[src/rtl/cache_req_driver.sv]
// cache_req_driver: CPU-side initiator for the L1 cache request port.
// Scripted commands are queued in a small FIFO. Each one is issued to the cache
// and held until the cache reports a hit. Returned read data is checked against
// the expected value, and hit/miss/error counts are kept.
module cache_req_driver #(
    parameter int DEPTH   = 16,
    parameter int TIMEOUT = 256,
    parameter int CNT_W   = 16
) (
    input  logic             clk,
    input  logic             reset,
    input  logic             cmd_push,
    input  logic             cmd_write,
    input  logic [31:0]      cmd_addr,
    input  logic [3:0]       cmd_be,
    input  logic [31:0]      cmd_wd,
    input  logic [31:0]      cmd_exp,
    input  logic             cmd_chk,
    output logic             cmd_full,
    output logic [31:0]      a,
    output logic [3:0]       be,
    output logic             read,
    output logic             write,
    output logic [31:0]      wd,
    input  logic [31:0]      rd,
    input  logic             rd_valid,
    input  logic             req_hit,
    input  logic             req_miss,
    output logic             busy,
    output logic             done,
    output logic [CNT_W-1:0] hit_cnt,
    output logic [CNT_W-1:0] miss_cnt,
    output logic [CNT_W-1:0] err_cnt,
    output logic             overflow,
    output logic             timeout
);

    localparam int PTR_W  = $clog2(DEPTH);
    localparam int FCNT_W = $clog2(DEPTH + 1);
    localparam int TMO_W  = $clog2(TIMEOUT + 1);
    localparam logic [FCNT_W-1:0] FIFO_FULL = FCNT_W'(DEPTH);
    localparam logic [TMO_W-1:0]  TMO_LAST  = TMO_W'(TIMEOUT - 1);

    typedef enum logic [1:0] {
        IDLE    = 2'd0,
        REQ     = 2'd1,
        WAIT_RD = 2'd2,
        ERR     = 2'd3
    } state_t;

    typedef struct packed {
        logic        write;
        logic [31:0] addr;
        logic [3:0]  be;
        logic [31:0] wd;
        logic [31:0] exp_data;
        logic        chk;
    } cmd_t;

    cmd_t              fifo_mem [DEPTH];
    logic [PTR_W-1:0]  wr_ptr;
    logic [PTR_W-1:0]  rd_ptr;
    logic [FCNT_W-1:0] fifo_cnt;
    logic              fifo_empty;
    logic              push_ok;
    logic              pop;
    cmd_t              head;

    state_t            state;
    state_t            state_next;
    logic              req_wr;
    logic [31:0]       req_exp;
    logic              req_chk;
    logic              missed;
    logic [TMO_W-1:0]  tmo_cnt;

    logic              hit_evt;
    logic              miss_evt;
    logic              cmp_evt;
    logic              spur_evt;
    logic              err_evt;

    // Byte-lane compare: only enabled lanes take part, so be=0 never mismatches.
    function automatic logic data_mismatch(input logic [31:0] got,
                                           input logic [31:0] want,
                                           input logic [3:0]  en);
        logic bad;
        bad = 1'b0;
        for (int i = 0; i < 4; i++) begin
            if (en[i] && (got[8*i +: 8] != want[8*i +: 8])) bad = 1'b1;
        end
        return bad;
    endfunction

    // Counters stick at all-ones instead of wrapping.
    function automatic logic [CNT_W-1:0] sat_inc(input logic [CNT_W-1:0] v);
        return (&v) ? v : v + 1'b1;
    endfunction

    assign fifo_empty = (fifo_cnt == '0);
    assign cmd_full   = (fifo_cnt == FIFO_FULL);
    assign push_ok    = cmd_push && !cmd_full;
    assign head       = fifo_mem[rd_ptr];
    assign busy       = (state != IDLE) || !fifo_empty;
    assign done       = !busy;
    assign err_evt    = (cmp_evt && req_chk && data_mismatch(rd, req_exp, be)) || spur_evt;

    // Command storage: data only, no reset needed.
    always_ff @(posedge clk) begin
        if (push_ok) fifo_mem[wr_ptr] <= '{write: cmd_write, addr: cmd_addr, be: cmd_be,
                                            wd: cmd_wd, exp_data: cmd_exp, chk: cmd_chk};
    end

    // FIFO pointers, occupancy and the sticky overflow flag.
    always_ff @(posedge clk or posedge reset) begin
        if (reset) begin
            wr_ptr   <= '0;
            rd_ptr   <= '0;
            fifo_cnt <= '0;
            overflow <= 1'b0;
        end else begin
            if (push_ok) wr_ptr <= wr_ptr + 1'b1;
            if (pop)     rd_ptr <= rd_ptr + 1'b1;
            case ({push_ok, pop})
                2'b10:   fifo_cnt <= fifo_cnt + 1'b1;
                2'b01:   fifo_cnt <= fifo_cnt - 1'b1;
                default: fifo_cnt <= fifo_cnt;
            endcase
            if (cmd_push && cmd_full) overflow <= 1'b1;
        end
    end

    // State register.
    always_ff @(posedge clk or posedge reset) begin
        if (reset) state <= IDLE;
        else       state <= state_next;
    end

    // Next state, cache strobes and per-cycle event decode.
    always_comb begin
        state_next = state;
        pop        = 1'b0;
        read       = 1'b0;
        write      = 1'b0;
        hit_evt    = 1'b0;
        miss_evt   = 1'b0;
        cmp_evt    = 1'b0;
        spur_evt   = 1'b0;
        case (state)
            IDLE: begin
                spur_evt = rd_valid;
                if (!fifo_empty) begin
                    pop        = 1'b1;
                    state_next = REQ;
                end
            end
            REQ: begin
                read  = !req_wr;
                write = req_wr;
                if (req_hit) begin
                    hit_evt = 1'b1;
                    if (req_wr) begin
                        state_next = IDLE;
                    end else if (rd_valid) begin
                        cmp_evt    = 1'b1;
                        state_next = IDLE;
                    end else begin
                        state_next = WAIT_RD;
                    end
                end else begin
                    spur_evt = rd_valid;
                    miss_evt = req_miss && !missed;
                    if (tmo_cnt == TMO_LAST) state_next = ERR;
                end
            end
            WAIT_RD: begin
                if (rd_valid) begin
                    cmp_evt    = 1'b1;
                    state_next = IDLE;
                end else if (tmo_cnt == TMO_LAST) begin
                    state_next = ERR;
                end
            end
            ERR: begin
                state_next = ERR;
            end
            default: state_next = IDLE;
        endcase
    end

    // Per-state cycle counter, cleared on every state change; sticky timeout flag.
    always_ff @(posedge clk or posedge reset) begin
        if (reset) begin
            tmo_cnt <= '0;
            timeout <= 1'b0;
        end else begin
            if (state_next != state)                tmo_cnt <= '0;
            else if (state == REQ || state == WAIT_RD) tmo_cnt <= tmo_cnt + 1'b1;
            if (state_next == ERR && state != ERR)  timeout <= 1'b1;
        end
    end

    // Request registers, loaded from the FIFO head on pop and held until the next pop.
    always_ff @(posedge clk or posedge reset) begin
        if (reset) begin
            a       <= '0;
            be      <= '0;
            wd      <= '0;
            req_wr  <= 1'b0;
            req_exp <= '0;
            req_chk <= 1'b0;
            missed  <= 1'b0;
        end else if (pop) begin
            a       <= head.addr;
            be      <= head.be;
            wd      <= head.wd;
            req_wr  <= head.write;
            req_exp <= head.exp_data;
            req_chk <= head.chk;
            missed  <= 1'b0;
        end else if (state == REQ && req_miss && !req_hit) begin
            missed  <= 1'b1;
        end
    end

    // Saturating statistics counters.
    always_ff @(posedge clk or posedge reset) begin
        if (reset) begin
            hit_cnt  <= '0;
            miss_cnt <= '0;
            err_cnt  <= '0;
        end else begin
            if (hit_evt)  hit_cnt  <= sat_inc(hit_cnt);
            if (miss_evt) miss_cnt <= sat_inc(miss_cnt);
            if (err_evt)  err_cnt  <= sat_inc(err_cnt);
        end
    end

endmodule
[config.mk]
export PLATFORM = sky130hd
export DESIGN_NAME = cache_req_driver
export DESIGN_NICKNAME = d
export VERILOG_FILES = /design/src/rtl/cache_req_driver.sv
export SDC_FILE = /design/constraint.sdc
export NUM_CORES = 2
export LEC_CHECK = 0
export CAP_MARGIN = 10
export CORE_UTILIZATION = 40
export DETAILED_ROUTE_END_ITERATION = 16
export PLACE_DENSITY = 0.7
export SYNTH_ARGS = -nofsm -noshare
export SYNTH_HDL_FRONTEND = slang
export SYNTH_SLANG_ARGS = --single-unit
[constraint.sdc]
create_clock -name clk -period 8.1 [get_ports clk]
set_clock_uncertainty 0.15 [all_clocks]
set_input_delay 2.43 -clock clk [delete_from_list [all_inputs] [get_ports clk]]
set_output_delay 2.43 -clock clk [all_outputs]
set_load 0.03 [all_outputs]
Fig. 1: met1 routing
Bar = 100 um.
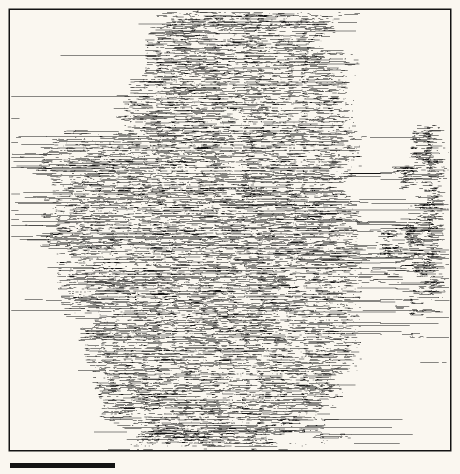
The layer carries 62.3 mm of wire. The longest straight run is 121 um. The layer holds 40% of the routed length. 3448 nets have wire on it.

Fig. 2: met2 routing
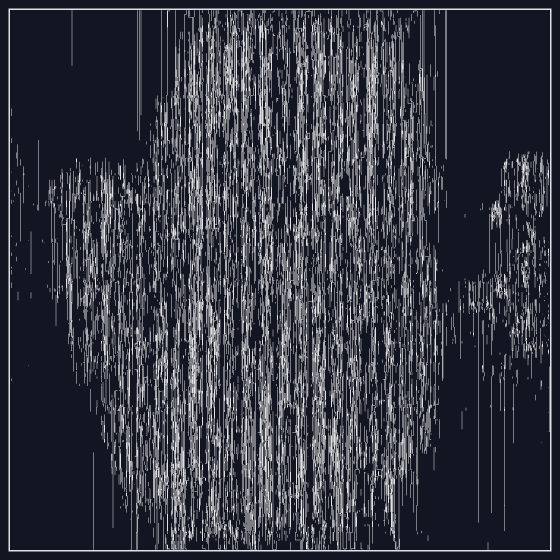
3248 nets have wire on it. The longest straight run is 192 um.

==> impl_metrics.csv <==
group,metric,value,unit
clocking,cts_buffers,177,
synth,syn_inst,3106,
synth,synth-cells-yosys,3106,
clocking,ctsResizeCount,0,
global_routing,first_global_vias,33000,
sta,hold_ws,315,ps
global_routing,antenna_found_initial,25,
cells_and_area,regArea,53500,um^2
worst_setup_path,crit_cells,6,
placed_design,dp_hpwl,88.2,mm
synth,synth_nets,3266,
min_path,hold_start,"overflow",
min_path,worstHoldEndpoint,"overflow",
clocking,clockBufferDepth,3,
synth,async_reset_ff_frac,0.0978,
global_routing,grt_remaining_overflow,0,
cells_and_area,area.growth.synth_to_final,16.6,%
sta,clock.fmax,189,MHz
global_routing,grt_first_pass_wirelength,228,mm
worst_setup_path,crit_path_start,"fifo_cnt[0]",
routing,firstDrtPassIters,5,
floorplanning,fp-utilization,0.403,
cells_and_area,layout-drive-gt1-share,0.242,
floorplanning,die-height,418,um
sta,rsz0062_at_grt,"false",
worst_setup_path,critPathLaunchType,"flip-flop",
min_path,worst_hold_path_type,"reg -> reg",
worst_setup_path,r2r_setup_slack,4190,ps
routing,routedWlPerCell,26.1,um
synth,mux_share,0.167,
global_routing,grt_start_max_net_pins,133,
routing,viasPerCell,5.39,
sta,setup_viol,0,
placed_design,port_buffers,262,
worst_setup_path,setup.worst_path.class,"reg -> out",
worst_setup_path,cp_data_arrival_time,2720,ps
clocking,clk_latency,810,ps
cells_and_area,final_common_cell,"edfxtp_1",
cells_and_area,post-route-util,0.470,
worst_setup_path,r2r-end,"req_exp[13]",
cells_and_area,nNetsFinal,3624,
min_path,min_path_cells,1,
synth,ys_seq_share,0.772,
synth,ys_chip_area,69200,um^2
synth,yosys-top-cells-count,"1632 x edfxtp_1, 510 x mux4_2, 347 x nand2_1",
floorplanning,rows,152,
synth,synth-warning-count,0,
clocking,numClockSinks,1809,
clocking,cts.htree.levels,4,
pwr,power_density,260,nW/um^2
routing,dr.first_iter.drc_count,3066,
worst_setup_path,critical_path.cell_chain,"nor4_2 > nand2b_1 > inv_1 > nand2_1 > inv_1 > clkdlybuf4s50_1",
sta,maxSlewHeadroom,0.234,
floorplanning,core-area,172000,um^2
cells_and_area,largest_register,"fifo_mem",
cells_and_area,mostFrequentLayoutCells,"1632 x edfxtp_1, 510 x mux4_2, 346 x nand2_1, 262 x clkdlybuf4s50_1, 178 x clkbuf_16",
clocking,clk_pin_slew_worst_paths,70,ps
worst_setup_path,r2r_start,"rd_ptr[1]",
clocking,post_cts_buffers,0,
pwr,power_leakage,25.8,nW
status,run_status,"complete, no violations",
routing,drc,0,
worst_setup_path,rr_worst_depth,6,
sta,tightest_slew,1150,ps
placed_design,placed_area,74700,um^2
pwr,ir_drop,0.232,mV
Fig. 3: signal wires on met3
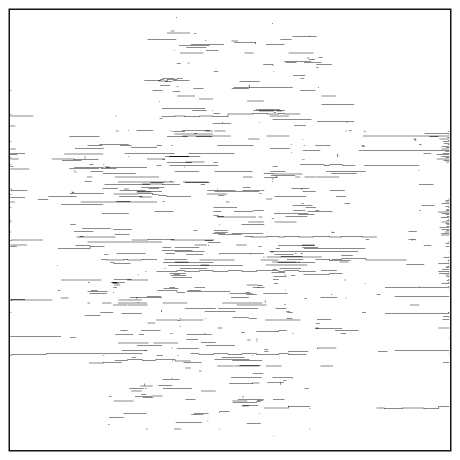
The layer holds 6.0% of the routed length. The layer carries 9230 um of wire. 306 nets have wire on it. The longest straight run is 91.1 um. The wires run mostly horizontal.

Fig. 4: metal 4
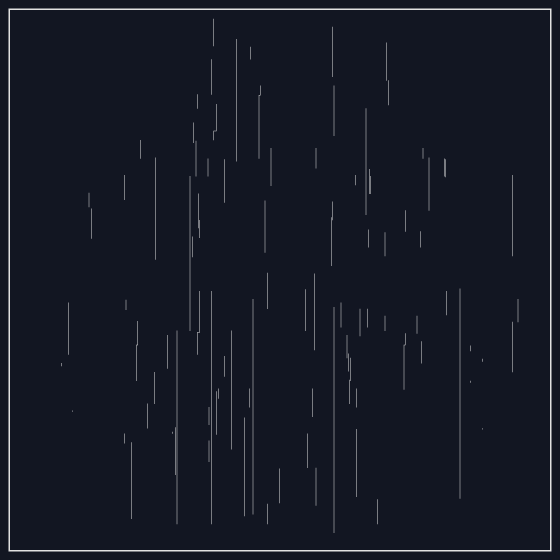
50 nets have wire on it. The layer holds 2.1% of the routed length. The layer carries 3290 um of wire. The wires run mostly vertical.

-- per-layer routing --
| metal | vias up | share of wire | GRT usage |
|---|---|---|---|
| li1 | 13500 | - | - |
| met1 | 17200 | 0.40 | 0.238 |
| met2 | 1053 | 0.52 | 0.305 |
| met3 | 234 | 0.060 | 0.0310 |
| met4 | 14 | 0.021 | 0.0454 |
| met5 | - | 0.00057 | 0 |
-- where the power goes --
group	switching, mW	leakage [nW]	internal, mW
logic	0.942	5.66	0.416
clock network	3.53	2.95	4.88
registers	0.185	17.2	11.0
total	4.66	25.8	16.3
-- final cells by class --
type,instances,share of cell area
Inverter,22,0.00118
Antenna cell,5,0.000155
Tap cell,2310,0.0358
Clock buffer,235,0.0598
Multi-Input combinational cell,1131,0.185
Clock inverter,101,0.0148
Timing Repair Buffer,323,0.0407
Sequential cell,1809,0.662
No activity file was given, so power comes from the tool's default toggle rates.
